**Run 1: met4 routing**

Cells faint in the background.
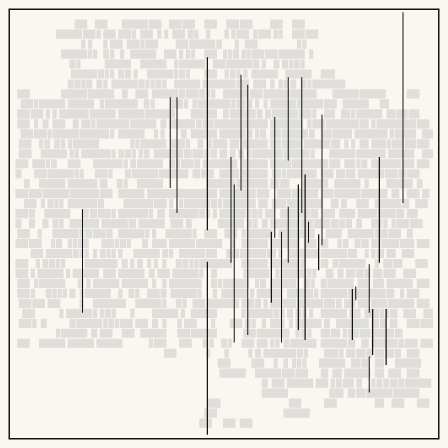
**Run 1: layout detail**

Window x 75 to 100, y 17 to 42 um. Cells in grey, sequential cells in the stronger grey; small squares are vias.
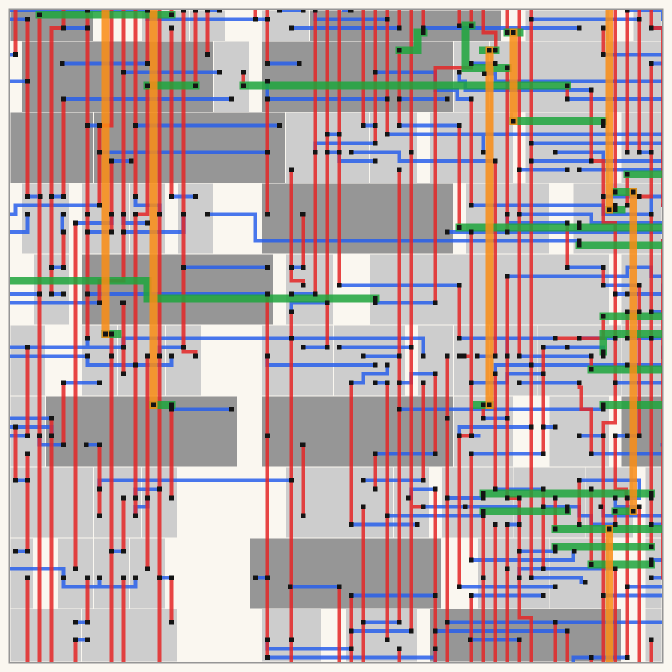
**Run 1: track usage over the die**

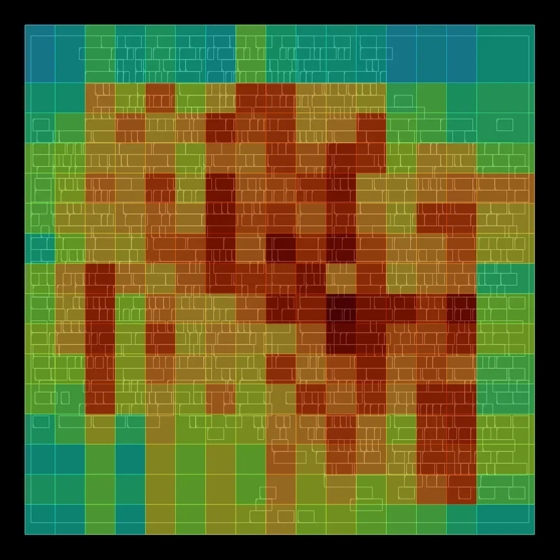
**Run 1: signal wires by layer**

Only two layers are drawn.
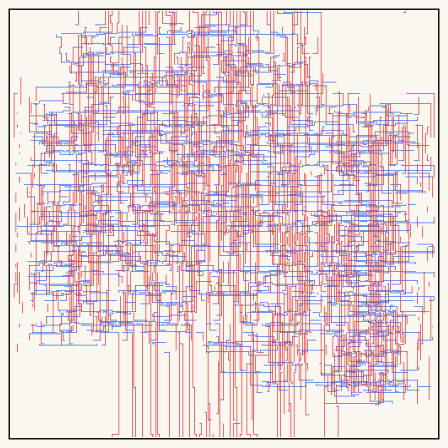
### src/rtl/adc_frame_serializer_pkg.sv
// Shared types and sizing helpers for the ADC frame serializer.
// Used by adc_frame_serializer (optional timestamp port via ADC_FRAME_TIMESTAMP_EN).
package adc_fmt_pkg;

    typedef enum logic [0:0] {
        IDLE = 1'b0,
        SEND = 1'b1
    } state_e;

    localparam int DROP_W  = 16;
    localparam int STAMP_W = 32;

    // Channel index width; a single-bit index is kept even for tiny frames.
    function automatic int chan_w(input int channels);
        return ($clog2(channels) < 1) ? 1 : $clog2(channels);
    endfunction

endpackage

### src/rtl/adc_frame_serializer_bit_reverse_lane.sv
// Combinational bit-order reversal of one ADC sample (or straight pass-through).
module bit_reverse_lane #(
    parameter int WIDTH   = 14,
    parameter bit REVERSE = 1'b1
) (
    input  logic [WIDTH-1:0] din,
    output logic [WIDTH-1:0] dout
);

    for (genvar gi = 0; gi < WIDTH; gi++) begin : g_bit
        if (REVERSE) begin : g_rev
            assign dout[gi] = din[WIDTH-1-gi];
        end else begin : g_pass
            assign dout[gi] = din[gi];
        end
    end

endmodule

### src/rtl/adc_frame_serializer.sv
// Latches a multi-channel ADC frame, formats each lane and streams it out one sample per beat.
// Define ADC_FRAME_TIMESTAMP_EN to add a free-running cycle counter and the out_stamp port.
module adc_frame_serializer
    import adc_fmt_pkg::*;
#(
    parameter int                  WIDTH        = 14,
    parameter int                  CHANNELS     = 8,
    parameter logic [CHANNELS-1:0] REVERSE_MASK = {CHANNELS{1'b1}},
    localparam int                 CHAN_W       = chan_w(CHANNELS)
) (
    input  logic                      clk,
    input  logic                      reset,
    input  logic                      in_valid,
    input  logic [CHANNELS*WIDTH-1:0] in_data,
    input  logic                      twos_comp,
    output logic                      out_valid,
    input  logic                      out_ready,
    output logic [WIDTH-1:0]          out_data,
    output logic [CHAN_W-1:0]         out_chan,
    output logic                      out_last,
    output logic [DROP_W-1:0]         drop_count
`ifdef ADC_FRAME_TIMESTAMP_EN
    ,
    output logic [STAMP_W-1:0]        out_stamp
`endif
);

    localparam logic [CHAN_W-1:0] LAST_IDX = CHAN_W'(CHANNELS - 1);

    logic [WIDTH-1:0] lane_out   [CHANNELS];
    logic [WIDTH-1:0] fmt_sample [CHANNELS];

    state_e              state_q, state_d;
    logic [CHAN_W-1:0]   idx_q, idx_d;
    logic [WIDTH-1:0]    frame_q [CHANNELS];
    logic [WIDTH-1:0]    frame_d [CHANNELS];
    logic [DROP_W-1:0]   drop_q, drop_d;
    logic                latch;
    logic                sending;
    logic                handshake;
    logic                final_handshake;

    // Reversal first, then the optional MSB flip turns offset-binary into two's complement.
    for (genvar gi = 0; gi < CHANNELS; gi++) begin : g_lane
        bit_reverse_lane #(
            .WIDTH   (WIDTH),
            .REVERSE (REVERSE_MASK[gi])
        ) u_lane (
            .din  (in_data[gi*WIDTH +: WIDTH]),
            .dout (lane_out[gi])
        );
        assign fmt_sample[gi] = lane_out[gi] ^ {twos_comp, {(WIDTH-1){1'b0}}};
    end

    assign sending         = (state_q == SEND);
    assign handshake       = sending && out_ready;
    assign final_handshake = handshake && (idx_q == LAST_IDX);

    always_comb begin
        state_d = state_q;
        idx_d   = idx_q;
        frame_d = frame_q;
        drop_d  = drop_q;
        latch   = 1'b0;

        case (state_q)
            IDLE: begin
                if (in_valid) begin
                    latch = 1'b1;
                end
            end
            SEND: begin
                if (handshake) begin
                    if (idx_q == LAST_IDX) begin
                        if (in_valid) begin
                            latch = 1'b1;
                        end else begin
                            state_d = IDLE;
                        end
                    end else begin
                        idx_d = idx_q + 1'b1;
                    end
                end
                // A frame arriving while the current one is still draining is lost.
                if (in_valid && !final_handshake && (drop_q != {DROP_W{1'b1}})) begin
                    drop_d = drop_q + 1'b1;
                end
            end
            default: state_d = IDLE;
        endcase

        if (latch) begin
            frame_d = fmt_sample;
            idx_d   = '0;
            state_d = SEND;
        end
    end

    always_ff @(posedge clk) begin
        if (reset) begin
            state_q <= IDLE;
            idx_q   <= '0;
            frame_q <= '{default: '0};
            drop_q  <= '0;
        end else begin
            state_q <= state_d;
            idx_q   <= idx_d;
            frame_q <= frame_d;
            drop_q  <= drop_d;
        end
    end

    assign out_valid  = sending;
    assign out_data   = sending ? frame_q[idx_q] : '0;
    assign out_chan   = sending ? idx_q : '0;
    assign out_last   = sending && (idx_q == LAST_IDX);
    assign drop_count = drop_q;

`ifdef ADC_FRAME_TIMESTAMP_EN
    logic [STAMP_W-1:0] cycle_cnt_q, cycle_cnt_d;
    logic [STAMP_W-1:0] stamp_q, stamp_d;

    always_comb begin
        cycle_cnt_d = cycle_cnt_q + 1'b1;
        stamp_d     = latch ? cycle_cnt_q : stamp_q;
    end

    always_ff @(posedge clk) begin
        if (reset) begin
            cycle_cnt_q <= '0;
            stamp_q     <= '0;
        end else begin
            cycle_cnt_q <= cycle_cnt_d;
            stamp_q     <= stamp_d;
        end
    end

    assign out_stamp = stamp_q;
`endif

endmodule
### config.mk
export PLATFORM = sky130hd
export DESIGN_NAME = adc_frame_serializer
export DESIGN_NICKNAME = d
export VERILOG_FILES = /design/src/rtl/adc_frame_serializer_pkg.sv /design/src/rtl/adc_frame_serializer_bit_reverse_lane.sv /design/src/rtl/adc_frame_serializer.sv
export SDC_FILE = /design/constraint.sdc
export NUM_CORES = 1
export LEC_CHECK = 0
export CORE_UTILIZATION = 51
export DETAILED_ROUTE_END_ITERATION = 6
export GPL_ROUTABILITY_DRIVEN = 0
export PLACE_DENSITY = 0.9
export SLEW_MARGIN = 20
export SYNTH_ARGS = -nofsm -noshare
export SYNTH_HDL_FRONTEND = slang
export SYNTH_HIERARCHICAL = 1
export SYNTH_SLANG_ARGS = --single-unit
export TNS_END_PERCENT = 10
### constraint.sdc
create_clock -name clk -period 2.5 [get_ports clk]
set_input_delay 0.625 -clock clk [delete_from_list [all_inputs] [get_ports clk]]
set_output_delay 0.625 -clock clk [all_outputs]
set_load 0.005 [all_outputs]
==> flow_summary_export.csv, run 1 <==
group,metric,value,unit
synth,yosysWarnings,6,
layout,mostFrequentLayoutCell,"nand2_1",
synth,area_leaders,"dfxtp_1 39%, buf_4 13%, nand2_1 12%",
sta,layout_setup_ws,-0.1309,ns
synth,synth_flops,132,
worst_setup_path,cp_slowest_stage_delay,0.50,ns
die,die-height,116.7,um
sta,drv_slew,0,
layout,n_antenna_cell,0,
clock_tree,cts_resized,67,
synth,xor_area_share,1.174,%
drt,drt_iter0_drc,691,
sta,finClkSkew,0.008383,ns
sta,period_used_share,105.2,%
drt,drtAntennaViolNets,0,
hold_path,holdPathEnd,"frame_q[56]",
global_routing,grt_pass1_wl,28390,um
die,dieArea,13630,um^2
clock_tree,cts_sinks,132,
synth,yosysUniqueCellTypes,41,
power,p_leak,3.034,nW
synth,top_area_cell,"dfxtp_1",
synth,synth-simple-area-share,19.25,%
layout,mostFrequentLayoutCells,"214 x nand2_1, 135 x clkdlybuf4s50_1, 131 x dfxtp_1",
worst_setup_path,reg2reg_to,"drop_count[7]",
clock_tree,cts_buffers,17,
worst_setup_path,ff2ff_path_depth,8,
synth,syn-instance-count,793,
clock_tree,cts_htree_levels,4,
clock_tree,post_cts_buffers,11,
synth,ys_seq_share,39.36,%
clock_tree,cts_tree,"done",
sta,rsz0062_at_grt,"true",
place,hpwl,12570,um
sta,tightest_slew,0.5840,ns
layout,mi_logic_area,3023,um^2
global_routing,met3_usage,6.331,%
synth,edf_count,0,
run_status,status,"finished with violations",
global_routing,first_global_vias,5624,
sta,finalSetupViolations,11,
run_status,violations,"setup timing",
hold_path,hold_class,"flop to flop",
synth,ys_sh_adder,0.7454,%
sta,max_slew_margin,61.06,%
worst_setup_path,startpoint,"idx_q[0]",
worst_setup_path,path_cells,"buf_8 -> buf_12 -> buf_6 -> mux4_2 -> mux2i_1 -> nor2b_1 -> buf_2",
synth,synthTopLogicFamily,"simple AND/OR/NAND/NOR gates",
hold_path,min_delay_path_depth,2,
worst_setup_path,cp.arrival,2.01,ns
## Picture notes: 'met4 routing'
main direction: vertical
nets with wire on the layer: 28
wire length on this layer: 785 um
routed wire length: 18590 um
vias: 5594

## Picture notes: 'layout detail'
| layer | colour |
|---|---|
| metal 4 | orange |
| metal 3 | green |
| metal 2 | red |
| metal 1 | blue |
most frequent: nand2_1 (12), dfxtp_1 (9), a21oi_1 (7)
cells with their middle in the window: 55
sequential cells in the window: 9
netlist names of flops here include: drop_count (5), frame_q (4)

## Picture notes: 'track usage over the die'
peak-usage layer in the global routing report: met2
met1 usage: 29.95%
Wirelength per Cell: 18.38 um

## Picture notes: 'signal wires by layer'
| layer | colour | wire length |
|---|---|---|
| metal 1 | blue | 6560 um |
| metal 2 | red | 9910 um |
Global Route Usage Sum: 28.17%

-- run 1: metal layers --
layer  share of wire [%]  vias to the layer above
li1                    -                     2632
met1                  35                     2620
met2                  53                      281
met3                 7.2                       61
met4                 4.2                        0
met5                   0                        -
-- run 1: Yosys cell counts (2+ instances only) --
cell        n
o21ai_0     4
ha_1        4
a211oi_1   11
nor3_1      6
and3_1      3
nand2_1   214
clkbuf_1   34
nand3_1     3
and4_4      2
buf_4     112
or4_1       5
xnor2_1     8
inv_1       2
mux2_2      2
nor2_1     15
or3_1       3
dfxtp_1   132
o31ai_1     5
a21oi_1   114
buf_1       6
nand4_1     2
nor2b_1    18
and2_1      6
buf_2      15
and4_1      4
nor4_1      2
mux4_2     28
mux2i_1    17
nand2b_1    4
-- run 1: stage by stage --
| step | setup WS [ns] | instance area, um^2 | setup TNS, ns | utilization (%) | instances |
|---|---|---|---|---|---|
| after CTS | -0.1236 | 8357 | -1.103 | 65.69 | 1011 |
| after global routing | -0.1765 | 8343 | -1.534 | 65.58 | 1011 |
| final | -0.1309 | 8343 | -0.7555 | 65.58 | 1011 |
| after floorplan | 0.5327 | 6714 | 0 | - | 793 |
| after global placement | 0.1247 | 7621 | 0 | 59.90 | 965 |
| after detailed placement | -0.02659 | 7621 | -0.04332 | 59.90 | 965 |
-- run 1: power breakdown --
part	internal, W	switching [W]	total (W)	leakage, nW
logic	0.000374	0.000291	0.000666	1.68
clock network	0.00132	0.00106	0.00238	0.277
registers	0.00221	0.0000791	0.00229	1.08
total	0.00391	0.00143	0.00533	3.03
-- run 1: final cells by class --
type / count / share of cell area, %
clock inverter: 14 / 1.665
inverter: 2 / 0.08998
tap: 172 / 2.579
clock buffer: 18 / 5.144
timing repair buffer: 181 / 22.57
multi-input combinational: 492 / 36.23
sequential: 132 / 31.72
==> run 2: changes to the inputs <==
Settings changed: CELL_PAD_IN_SITES_DETAIL_PLACEMENT from default to 1, CELL_PAD_IN_SITES_GLOBAL_PLACEMENT from default to 1, CORE_UTILIZATION 51 to 37, PLACE_DENSITY 0.9 to 0.89.
**Run 2: met4 routing**

Cells faint in the background.
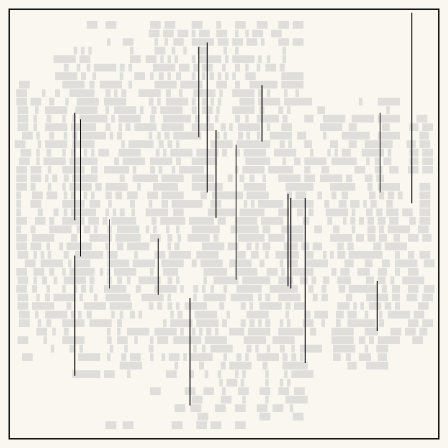
share of all routed wire: 2.9%
wire length on this layer: 565 um
longest straight run: 60.5 um
main direction: vertical
nets with wire on the layer: 13

**Run 2: signal wires by layer**

Only two layers are drawn.
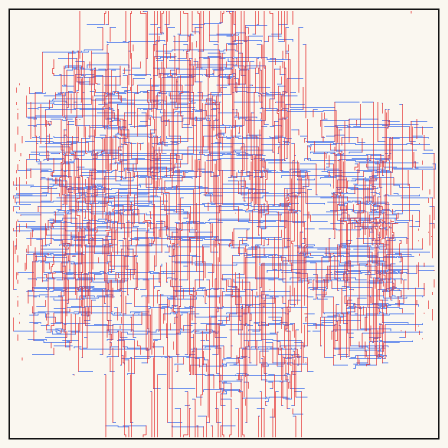
| layer | colour | wire length |
|---|---|---|
| metal 2 | red | 10300 um |
| metal 1 | blue | 7940 um |

==> flow_summary_export.csv, run 2 <==
group,metric,value,unit
layout,postLayoutCoreUtil,47.91,%
synth,yosysUniqueCellTypes,41,
drt,drt-total-wl,19760,um
global_routing,gr-usage-all-layers,22.20,%
clock_tree,cts_buffers,17,
sta,hold_slack,0.4549,ns
die,dieArea,18690,um^2
sta,finalSetupViolations,14,
sta,fmax,0.3827,GHz
sta,max_slew_margin,69.23,%
run_status,violations,"setup timing",
power,power_switching,0.001296,W
layout,regArea,2649,um^2
layout,mi_logic_area,3045,um^2
place,post-place-ws,0.02266,ns
drt,drtAntennaViolNets,0,
drt,wl_per_cell,18.67,um
clock_tree,cts_htree_levels,4,
global_routing,grt_pass1_wl,30450,um
synth,most_common_cell,"nand2_1",
sta,rsz0062_at_grt,"true",
worst_setup_path,cp_slowest_cell,"mux4_2",
run_status,status,"finished with violations",
synth,ys_area,6714,um^2
sta,layout_setup_ws,-0.1132,ns
synth,edf_count,0,
layout,num-nets-final,942,
sta,drv_slew,0,
worst_setup_path,cp.arrival,1.99,ns
place,placement.cell_area,7711,um^2
clock_tree,clock_insertion_delay_worst_skew,0.42,ns
synth,yosysWarnings,6,
worst_setup_path,critPathMaxFanout,6,
worst_setup_path,critPathTopFamily,"multiplexers",
worst_setup_path,startpoint,"idx_q[0]",
layout,layoutNonFillerInstCount,1058,
global_routing,first_global_vias,5761,
synth,syn-instance-count,793,
power,power,0.005442,W
synth,ys_seq_share,39.36,%
synth,top_area_cell,"dfxtp_1",
drt,vias,5503,
place,hpwl,13940,um
power,p_leak,3.018,nW
worst_setup_path,ff2ff_path_depth,8,
place,dp.cells,1021,
die,die-height,136.7,um
sta,period_used_share,104.5,%
power,pwr-share-comb,12.2,%
sta,finClkSkew,0.007382,ns
hold_path,holdPathEnd,"frame_q[91]",
layout,mostFrequentLayoutCells,"214 x nand2_1, 135 x clkdlybuf4s50_1, 129 x dfxtp_1",
worst_setup_path,path_cells,"buf_4 -> buf_8 -> mux4_2 -> mux2i_1 -> nor2b_1 -> buf_2",
global_routing,antenna_found_initial,0,
power,seq_power_share,42.1,%
synth,area_leaders,"dfxtp_1 39%, buf_4 13%, nand2_1 12%",
die,core,17540,um^2
power,p_int,0.004146,W
die,rows,48,
power,p_sw_share,23.82,%
run,drv_cap,0,
power,clkPwrFrac,45.7,%
layout,n_antenna_cell,0,
worst_setup_path,worst_setup_path_end_kind,"primary output",
layout,stdcell_area,8402,um^2
synth,ys_cells,793,
worst_setup_path,cp_slowest_stage_delay,0.54,ns
layout,fillerInstances,2039,
worst_setup_path,path_buffers,3,
worst_setup_path,reg2reg_to,"drop_count[13]",
drt,drt_iter0_drc,288,
clock_tree,cts_tree,"done",
synth,yosys-top-cells-count,"214 x nand2_1, 132 x dfxtp_1, 114 x a21oi_1, 112 x buf_4, 34 x clkbuf_1",
worst_setup_path,crit_required,1.88,ns
sta,timing.setup.tns,-1.064,ns
sta,tightest_slew,0.4601,ns
hold_path,min_delay_path_depth,2,
layout,mostFrequentLayoutCell,"nand2_1",
hold_path,hold_class,"flop to flop",
synth,synth_flops,132,
clock_tree,cts_sinks,132,
power,p_per_area,647.7,nW/um^2
-- run 2: cell counts after synthesis --
No cell type changed its count.
-- run 2: cells by family (layout without fill, tap and decap cells) --
family          count (synthesis)  in the layout  share of synthesized area (%)
fa+ha+maj                       4              4                         0.7455
xor+xnor                        9              9                          1.174
flops                         132            132                          39.36
mux                            48             48                          12.43
simple gates                  293            293                          19.25
buf+inv                       169            209                          15.99
compound gates                138            138                          11.05
-- run 2: worst register-to-register path, cell delays in order, from the launching register on --
cell       delay, ns
dfxtp_4         0.37
buf_4           0.14
buf_8           0.13
ha_4            0.17
ha_1            0.20
and2_1          0.16
nand4bb_1       0.35
or4_1           0.56
a21oi_1         0.18
-- run 2: repair_timing --
item,4_1_cts,5_1_grt
buffers inserted,3,0
gates resized,67,2
cloned,3,0
endpoints found under the setup margin,18,15
-- run 2: per-layer routing --
| metal | up-vias | track usage [%] | routed length [um] |
|---|---|---|---|
| met5 | - | 0 | 0 |
| met4 | 0 | 9.444 | 565 |
| met3 | 39 | 5.074 | 917 |
| met2 | 161 | 40.24 | 10330 |
| met1 | 2687 | 24.72 | 7943 |
| li1 | 2616 | - | - |
-- run 2: area by class of cell --
type / instances / area share (%)
multi-input combinational: 492 / 36.25
sequential: 132 / 31.53
clock inverter: 8 / 1.191
clock buffer: 23 / 5.808
tap: 225 / 3.351
inverter: 2 / 0.08935
timing repair buffer: 176 / 21.79
-- run 2: power by group through the flow --
stage                     combinational (W)  clock [W]  sequential, W
after floorplan                    0.000448          0        0.00230
after global placement             0.000626          0        0.00233
after detailed placement           0.000642          0        0.00233
after CTS                          0.000669    0.00252        0.00229
after global routing               0.000722    0.00262        0.00230
final                              0.000665    0.00249        0.00229
Power figures rest on the tool's default switching activity, not on a simulated workload.
